**Run 1: the metal 2 layer**

Cells faint in the background.
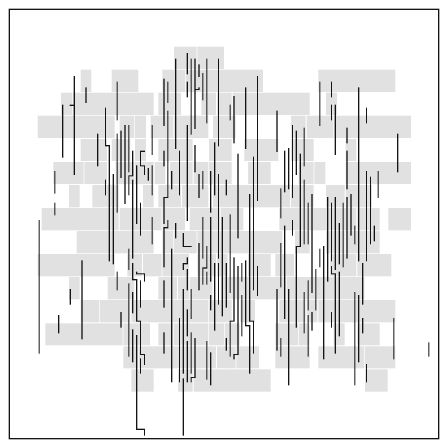
**Run 1: cell sizes after repair**

The bar under the picture is 20 um long.
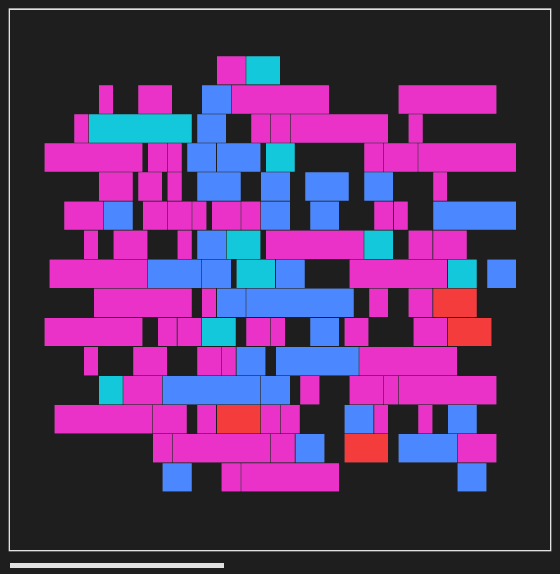
**Run 1: metal 1**

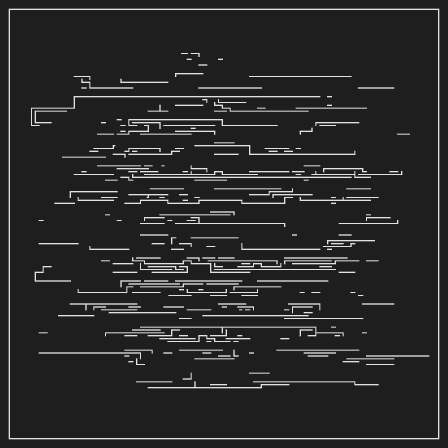
**config.mk**
```make
export PLATFORM = sky130hd
export DESIGN_NAME = sat_cycle_counter
export DESIGN_NICKNAME = d
export VERILOG_FILES = /design/src/rtl/dm_result_checker_sat_cycle_counter.sv
export SDC_FILE = /design/constraint.sdc
export NUM_CORES = 1
export LEC_CHECK = 0
export CAP_MARGIN = 20
export CORE_MARGIN = 3
export CORE_UTILIZATION = 45
export DETAILED_ROUTE_END_ITERATION = 7
export PLACE_DENSITY = 0.62
export SETUP_SLACK_MARGIN = 0.5
export SYNTH_ARGS = -nofsm -noshare
export SYNTH_HDL_FRONTEND = slang
export SYNTH_SLANG_ARGS = --single-unit
```
**constraint.sdc**
```tcl
create_clock -name clk -period 2.3 [get_ports clk]
set_input_delay 0.69 -clock clk [delete_from_list [all_inputs] [get_ports clk]]
set_output_delay 0.69 -clock clk [all_outputs]
set_load 0.03 [all_outputs]
```
**src/rtl/dm_result_checker_sat_cycle_counter.sv**
```systemverilog
// rtl/dm_result_checker_sat_cycle_counter.sv - saturating cycle counter with terminal-count flag
//
// Ports:
//   clk      in   clock
//   rst_n    in   asynchronous reset, active low
//   en       in   count enable
//   clr      in   synchronous clear (priority over en)
//   tc       out  count equals TERMINAL; counting stops there
module sat_cycle_counter #(
    parameter int unsigned TERMINAL = 49999,
    localparam int         W        = $clog2(TERMINAL + 1)
) (
    input  logic clk,
    input  logic rst_n,
    input  logic en,
    input  logic clr,
    output logic tc
);

    logic [W-1:0] cnt;

    assign tc = (cnt == W'(TERMINAL));

    always_ff @(posedge clk or negedge rst_n) begin
        if (!rst_n) begin
            cnt <= '0;
        end else if (clr) begin
            cnt <= '0;
        end else if (en && !tc) begin
            cnt <= cnt + 1'b1;
        end
    end

endmodule

```
==> flow_summary.yaml, run 1 <==
# implementation run metrics
run_status:
  status: "finished with violations"
  failed_checks: "setup timing"
worst_setup_path:
  cp-end-kind: "output pin"
  required_ns: 1.61
  critPathLaunchType: "flop"
  critPathMaxFanout: 3
  worst_ep_arrival_time_ns: 1.71
synth:
  syn_inst: 88
  numSynthFlops: 16
  topCellsByArea: "dfrtp_1 45%, nor2_1 4.2%, a21oi_1 3.9%, xnor2_1 3.9%, xor2_1 3.9%"
  yosys_cells: 88
  syn_nets: 93
  ys_types: 32
  mux_share_pct: 1.122
  synthAoiAreaFrac_pct: 10.38
  ys_area_um2: 892.1
  yosys.area.top_type: "dfrtp_1"
  synthesis.area_um2: 892.1
  avgSynthCellArea_um2: 10.14
  ys_seq_share_pct: 44.88
  yosysWarnings: 0
final_layout:
  instances_no_fill: 138
  fin_util_pct: 65.42
  drive_above_1_share_pct: 38.05
  regMostFlops: "cnt"
  nets: 120
flow_run:
  warning_count: 29
  drv_cap: 0
drt:
  drc: 0
  vias_per_cell: 5.536
  dr.pass1.iters: 3
  wl_um: 1934
  dr.first_iter.drc_count: 13
  wl_per_cell_um: 14.01
  num_vias: 764
  antenna_left: 0
sta:
  fin_crit_ns: 2.404
  fin_crit_sh_pct: 104.5
  tightest_slew_ns: 0.3325
  rsz0062_at_grt: "true"
  slew_headroom_pct: 77.76
  timing.final.ws_setup_ns: -0.1040
  slew_violations: 0
  holdWs_ns: 0.5777
  hold_viol: 0
  max_freq_ghz: 0.4160
  skew_ns: 0.004870
  setup_violations: 1
power:
  power_uw: 471.9
  leakagePower_nw: 0.5242
clock_tree:
  clk_latency_ns: 0.29
  hold_buffers: 0
  path_clk_slew_ns: 0.09
  cts_tree: "built"
hold_path:
  hold_path.class: "reg -> reg"
global_route:
  grt_pass1_vias: 705
  globalRouteTotalUtil_pct: 17.00
  grt_max_degree: 17
floorplanning:
  initCoreUtil_pct: 49.51
  die_y_um: 50.53
  ioPinCount: 5
place:
  place_inst: 125
-- 'the metal 2 layer' (at the start) --
- longest straight run: 20.4 um
- wire length on this layer: 944 um
- share of all routed wire: 49%
- main direction: vertical
- nets with wire on the layer: 96

-- 'cell sizes after repair' (at the start) --
- blue: x3 and x4 (cells 30; share 27%)
- red: x6 and larger (cells 4; share 3.5%)
- magenta: x1 and smaller (cells 70; share 62%)
- cyan: x2 (cells 9; share 8.0%)

-- 'metal 1' (at the start) --
- longest straight run: 29.0 um
- nets with wire on the layer: 110
- wire length on this layer: 948 um

-- run 1: Yosys cell counts --
library cell	number
a21oi_1	7
and3_1	2
and3_2	1
buf_1	1
buf_2	1
clkbuf_1	1
dfrtp_1	16
ha_1	1
inv_1	2
mux2i_1	1
nand2_1	5
nand3_1	3
nand4_1	5
nand4_4	1
nor2_1	10
nor2_2	1
nor3_1	4
nor4_1	2
nor4_4	1
o21ai_0	3
o31ai_1	2
o41ai_4	1
or3_1	1
or3_2	2
or3_4	1
or3b_2	1
or4_1	1
or4_2	1
or4b_1	1
or4bb_4	1
xnor2_1	4
xor2_1	4
-- run 1: area by class of cell --
cell class	count	area, um2
clock buffer	3	22.52
sequential	16	401.6
fill	151	623.1
multi-input combinational	67	506.7
tap	25	31.28
inverter	2	7.507
timing repair buffer	25	209.0
-- run 1: worst paths after layout --
check,from,end,slack (ns),cells past startpoint
worst max-delay path,cnt[10],tc,-0.10,3
worst min-delay path,cnt[15],cnt[15],0.58,2
worst max register to register,cnt[0],cnt[1],0.23,7
worst min register to register,cnt[15],cnt[15],0.58,2
max in group asynchronous,rst_n,cnt[10],1.39,2
min in group asynchronous,rst_n,cnt[6],0.72,2
-- run 1: cells in the final DEF, fill, tap and decap left out, types with 2 or more instances in the layout --
master           count
a21oi_1              6
and3_1               2
buf_4               18
buf_6                4
clkbuf_4             3
clkdlybuf4s50_1      2
dfrtp_1             15
inv_1                2
nand2_1              5
nand3_1              2
nand4_1              5
nor2_1              10
nor3_1               4
nor4_1               2
o21ai_0              2
o31ai_1              2
or3_2                2
xnor2_1              4
xor2_1               4
-- run 1: metal layers --
metal | share of wire [%] | global-route usage, % | wire length [um]
met4 | 0.88 | 8.072 | 17
met2 | 49 | 26.30 | 943
met5 | 0 | 0 | 0
met3 | 1.3 | 2.671 | 25
met1 | 49 | 23.12 | 948
-- run 1: through the flow --
stage               area, um2  setup TNS, ns
floorplan               909.6              0
global placement         1042              0
detailed placement       1042       -0.03925
CTS                      1104        -0.1484
global route             1179        -0.1743
finish                   1179        -0.1040
-- run 1: critical path, cell delays in order (launching register included) --
cell and delay, ns:
dfrtp_2 0.42, or4b_4 0.56, nor4_4 0.27, buf_6 0.17
-- run 1: cell families after synthesis --
kind of cell	after synthesis
buf+inv	5
simple gates	44
fa+ha+maj	1
xor+xnor	8
mux	1
flops	16
compound gates	13
-- run 1: repair_timing --
| item | 4_1_cts | 5_1_grt |
|---|---|---|
| setup endpoints to repair | 11 | 9 |
| pin swaps | 4 | 6 |
| gates resized | 4 | 8 |
| buffers inserted | 3 | 7 |
-- run 1: power breakdown --
part           total, mW  leakage, nW  switching, mW  internal (mW)
combinational     0.0352        0.290         0.0186         0.0166
clock              0.147       0.0138         0.0864         0.0608
sequential         0.289        0.220        0.00483          0.285
==> run 2, diff against run 1 <==
Settings changed: SLEW_MARGIN set to 20.
==> flow_summary.yaml, run 2 <==
# implementation run metrics
drt:
  dr.pass1.iters: 3
  drc: 0
  wl_um: 1934
  wl_per_cell_um: 14.01
  num_vias: 764
  antenna_left: 0
  dr.first_iter.drc_count: 13
  vias_per_cell: 5.536
power:
  p_sw_uw: 109.8
  p_int_uw: 362.1
  power_uw: 471.9
  power_frac_seq_pct: 61.3
  p_sw_share_pct: 23.27
  leakagePower_nw: 0.5242
  p_clk_share_pct: 31.2
clock_tree:
  path_clk_slew_ns: 0.09
  cts_tree: "built"
  clk_latency_ns: 0.29
final_layout:
  num-fill-cells: 151
  regMostFlops: "cnt"
  layout_top_cells: "18 x buf_4, 15 x dfrtp_1, 10 x nor2_1"
  largest_registers: "cnt x16"
  instances_no_fill: 138
  finalInstanceArea_um2: 1179
  drive_above_1_share_pct: 38.05
  nets: 120
  lay_top_count: "buf_4"
  fin_util_pct: 65.42
sta:
  hold_viol: 0
  slew_headroom_pct: 77.76
  fin_crit_ns: 2.404
  fin_crit_sh_pct: 104.5
  setup_violations: 1
  skew_ns: 0.004870
  slew_violations: 0
  max_freq_ghz: 0.4160
  timing.final.ws_setup_ns: -0.1040
synth:
  topCellsByArea: "dfrtp_1 45%, nor2_1 4.2%, a21oi_1 3.9%, xnor2_1 3.9%, xor2_1 3.9%"
  avgSynthCellArea_um2: 10.14
  ys_types: 32
  yosys.area.top_type: "dfrtp_1"
  common_cells: "16 x dfrtp_1, 10 x nor2_1, 7 x a21oi_1"
  ys_seq_share_pct: 44.88
  synth_top_flop_cell: "dfrtp_1"
  yosys_cells: 88
  synth_top_cell_by_count: "dfrtp_1"
  ys_area_um2: 892.1
  syn_nets: 93
  numSynthFlops: 16
  edf_count: 0
  yosysWarnings: 0
  synthesis.area_um2: 892.1
  async_reset_ff_share_pct: 100.0
  syn_inst: 88
global_route:
  grt_max_degree: 17
  grt_first_pass_wirelength_um: 3284
  grt_pass1_vias: 705
  globalRouteTotalUtil_pct: 17.00
flow_run:
  drv_cap: 0
  warning_count: 29
run_status:
  failed_checks: "setup timing"
  status: "finished with violations"
place:
  place_area_um2: 1042
  hpwlAfterDp_um: 1313
  finalWeightedCongestion: 0.7921
  place_inst: 125
floorplanning:
  ioPinCount: 5
  die_y_um: 50.53
  initCoreUtil_pct: 49.51
worst_setup_path:
  critPathMaxFanout: 3
  critPathLaunchType: "flop"
  required_ns: 1.61
  crit_type: "reg -> out"
hold_path:
  hold_path.class: "reg -> reg"
==> run 2: layout make-up <==
class,instances,area (um2),area share (%)
timing repair buffer,25,209.0,17.73
inverter,2,7.507,0.6369
multi-input combinational,67,506.7,42.99
tap,25,31.28,2.654
sequential,16,401.6,34.08
clock buffer,3,22.52,1.911
==> run 2: per-layer routing <==
layer | global-route usage [%] | vias to the layer above | wire (um)
li1 | - | 376 | -
met1 | 23.12 | 383 | 948
met2 | 26.30 | 3 | 943
met3 | 2.671 | 2 | 25
met4 | 8.072 | 0 | 17
met5 | 0 | - | 0
==> run 2: cells by family (layout without fill, tap and decap cells) <==
group                      Yosys count  after routing  synth area share (%)
xor gates and xnor gates             8              8                 7.853
and+or+nand+nor                     44             44                 32.12
buffers and inverters                5             30                 2.243
AOI/OAI and AO/OA                   13             13                 10.38
adders and majority gates            1              1                 1.402
DFF                                 16             16                 44.88
muxes                                1              1                 1.122
==> run 2: stage by stage <==
| stage | hold WS, ns | TNS, ns |
|---|---|---|
| 3_5_place_dp | 0.5514 | -0.03925 |
| 3_3_place_gp | 0.5391 | 0 |
| 6_report | 0.5777 | -0.1040 |
| 4_1_cts | 0.5636 | -0.1484 |
| 5_1_grt | 0.6024 | -0.1743 |
| 2_1_floorplan | 0.3944 | 0 |
==> run 2: power by group through the flow <==
stage | logic, mW | registers, mW | clock network (mW)
2_1_floorplan | 0.0153 | 0.293 | 0
3_3_place_gp | 0.0330 | 0.294 | 0
3_5_place_dp | 0.0334 | 0.294 | 0
4_1_cts | 0.0346 | 0.289 | 0.153
5_1_grt | 0.0397 | 0.290 | 0.167
6_report | 0.0352 | 0.289 | 0.147
==> run 2: what timing repair did <==
item	CTS	global route
setup buffers	3	7
pin swaps	4	6
gates resized	4	8
endpoints found under the setup margin	11	9
hold buffers	0	0
==> run 2: worst max-delay path: stages, from the launching register on <==
cell     delay [ns]
dfrtp_2        0.42
or4b_4         0.56
nor4_4         0.27
buf_6          0.17
==> run 2: final timing paths <==
path / slack, ns / from / endpoint / cells past startpoint
max: -0.10 / cnt[10] / tc / 3
min: 0.58 / cnt[15] / cnt[15] / 2
max reg2reg: 0.23 / cnt[0] / cnt[1] / 7
min reg2reg: 0.58 / cnt[15] / cnt[15] / 2
max in group asynchronous: 1.39 / rst_n / cnt[10] / 2
min in group asynchronous: 0.72 / rst_n / cnt[6] / 2
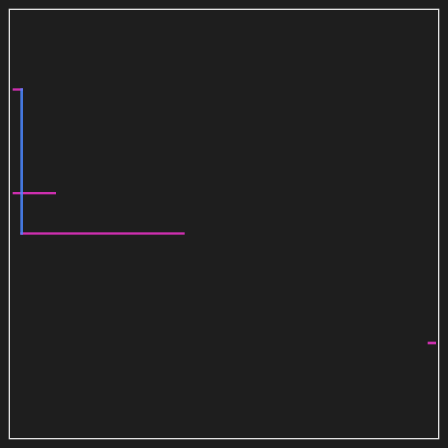
**Above:** run 2 (routed metal, one colour a layer).
Two of the layers only.
- blue: M4 (wire length 17.0 um)
- magenta: M3 (wire length 25.5 um)

==> run 3, diff against run 2 <==
Settings changed: CTS_BUF_LIST set to sky130_fd_sc_hd__clkbuf_4 sky130_fd_sc_hd__clkbuf_8.
==> flow_summary.yaml, run 3 <==
# implementation run metrics
run_status:
  status: "finished with violations"
  failed_checks: "setup timing"
clock_tree:
  path_clk_slew_ns: 0.09
  hold_buffers: 0
sta:
  fin_crit_ns: 2.404
  setup_violations: 1
  tightest_slew_ns: 0.3325
  timing.final.ws_setup_ns: -0.1040
  slew_violations: 0
  hold_viol: 0
power:
  leakagePower_nw: 0.5242
place:
  hpwlAfterDp_um: 1313
drt:
  wl_um: 1934
  wl_per_cell_um: 14.01
  antenna_left: 0
  drc: 0
worst_setup_path:
  critPathSlowestCell: "or4b_4"
  required_ns: 1.61
  crit_path_max_incr_delay_ns: 0.56
  worstSetupStartpoint: "cnt[10]"
  critPathLaunchType: "flop"
  crit_path_end: "tc"
  crit_type: "reg -> out"
  reg2regPathDepth: 7
hold_path:
  hold_path.class: "reg -> reg"
synth:
  topCellsByArea: "dfrtp_1 45%, nor2_1 4.2%, a21oi_1 3.9%, xnor2_1 3.9%, xor2_1 3.9%"
  async_reset_ff_share_pct: 100.0
  ys_area_um2: 892.1
  avgSynthCellArea_um2: 10.14
  yosys.area.top_type: "dfrtp_1"
floorplanning:
  die_y_um: 50.53
  initCoreUtil_pct: 49.51
global_route:
  grt_pass1_vias: 705
  grt_first_pass_wirelength_um: 3284
final_layout:
  comb_area_um2: 506.7
  lay_top_count: "buf_4"
[run 3: metal layers]
metal | vias to the layer above | global-route usage, % | routed length, um
met5 | - | 0 | 0
met4 | 0 | 8.072 | 17
li1 | 376 | - | -
met3 | 2 | 2.671 | 25
met2 | 3 | 26.30 | 943
met1 | 383 | 23.12 | 948
[run 3: worst max-delay path, delay by kind of cell (launching register included)]
| family | cells | cell delay (ns) |
|---|---|---|
| and+or+nand+nor | 2 | 0.83 |
| buffers and inverters | 1 | 0.17 |
| DFF | 1 | 0.42 |
[run 3: final cells by class]
class | count | area share [%]
sequential | 16 | 34.08
tap | 25 | 2.654
clock buffer | 3 | 1.911
timing repair buffer | 25 | 17.73
multi-input combinational | 67 | 42.99
inverter | 2 | 0.6369
[run 3: power by group]
| group | internal, mW | switching (mW) | total, mW | leakage [nW] |
|---|---|---|---|---|
| combinational | 0.0166 | 0.0186 | 0.0352 | 0.290 |
| sequential | 0.285 | 0.00483 | 0.289 | 0.220 |
| clock | 0.0608 | 0.0864 | 0.147 | 0.0138 |
| total | 0.362 | 0.110 | 0.472 | 0.524 |
[run 3: how the worst min path moves through the flow]
stage / start / end / slack, ns / depth (start not counted)
final: cnt[15] / cnt[15] / 0.58 / 2
after global routing: cnt[15] / cnt[15] / 0.60 / 2
after CTS: cnt[15] / cnt[15] / 0.56 / 2
after detailed placement: cnt[15] / cnt[15] / 0.55 / 2
after global placement: cnt[15] / cnt[15] / 0.54 / 2
after floorplan: rst_n / cnt[0] / 0.39 / 0
[run 3: cell families after synthesis]
family | share of synthesized area (%)
simple gates | 32.12
flops | 44.88
xor+xnor | 7.853
mux | 1.122
fa+ha+maj | 1.402
compound gates | 10.38
buf+inv | 2.243
[run 3: stage by stage]
step | hold WS [ns] | cell area (um2) | instances
2_1_floorplan | 0.3944 | 909.6 | 88
4_1_cts | 0.5636 | 1104 | 131
6_report | 0.5777 | 1179 | 138
5_1_grt | 0.6024 | 1179 | 138
3_5_place_dp | 0.5514 | 1042 | 125
3_3_place_gp | 0.5391 | 1042 | 125
[run 3: timing repair]
item	in CTS	in global routing
setup endpoints to repair	11	9
buffers inserted	3	7
resized	4	8
pin swaps	4	6
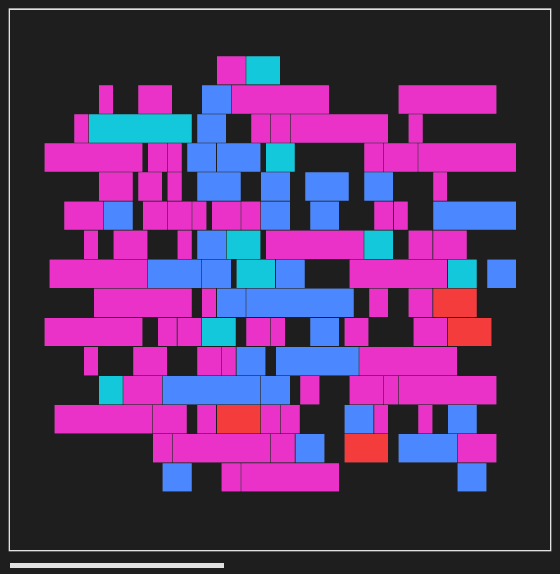
**Above:** run 3 (cell sizes after repair).
The bar under the picture is 20 um long.
- red: x6 and larger (cells 4; share 3.5%)
- cyan: x2 (cells 9; share 8.0%)
- blue: x3 and x4 (cells 30; share 27%)
- magenta: x1 and smaller (cells 70; share 62%)

Power is estimated from default activity; no workload was simulated.
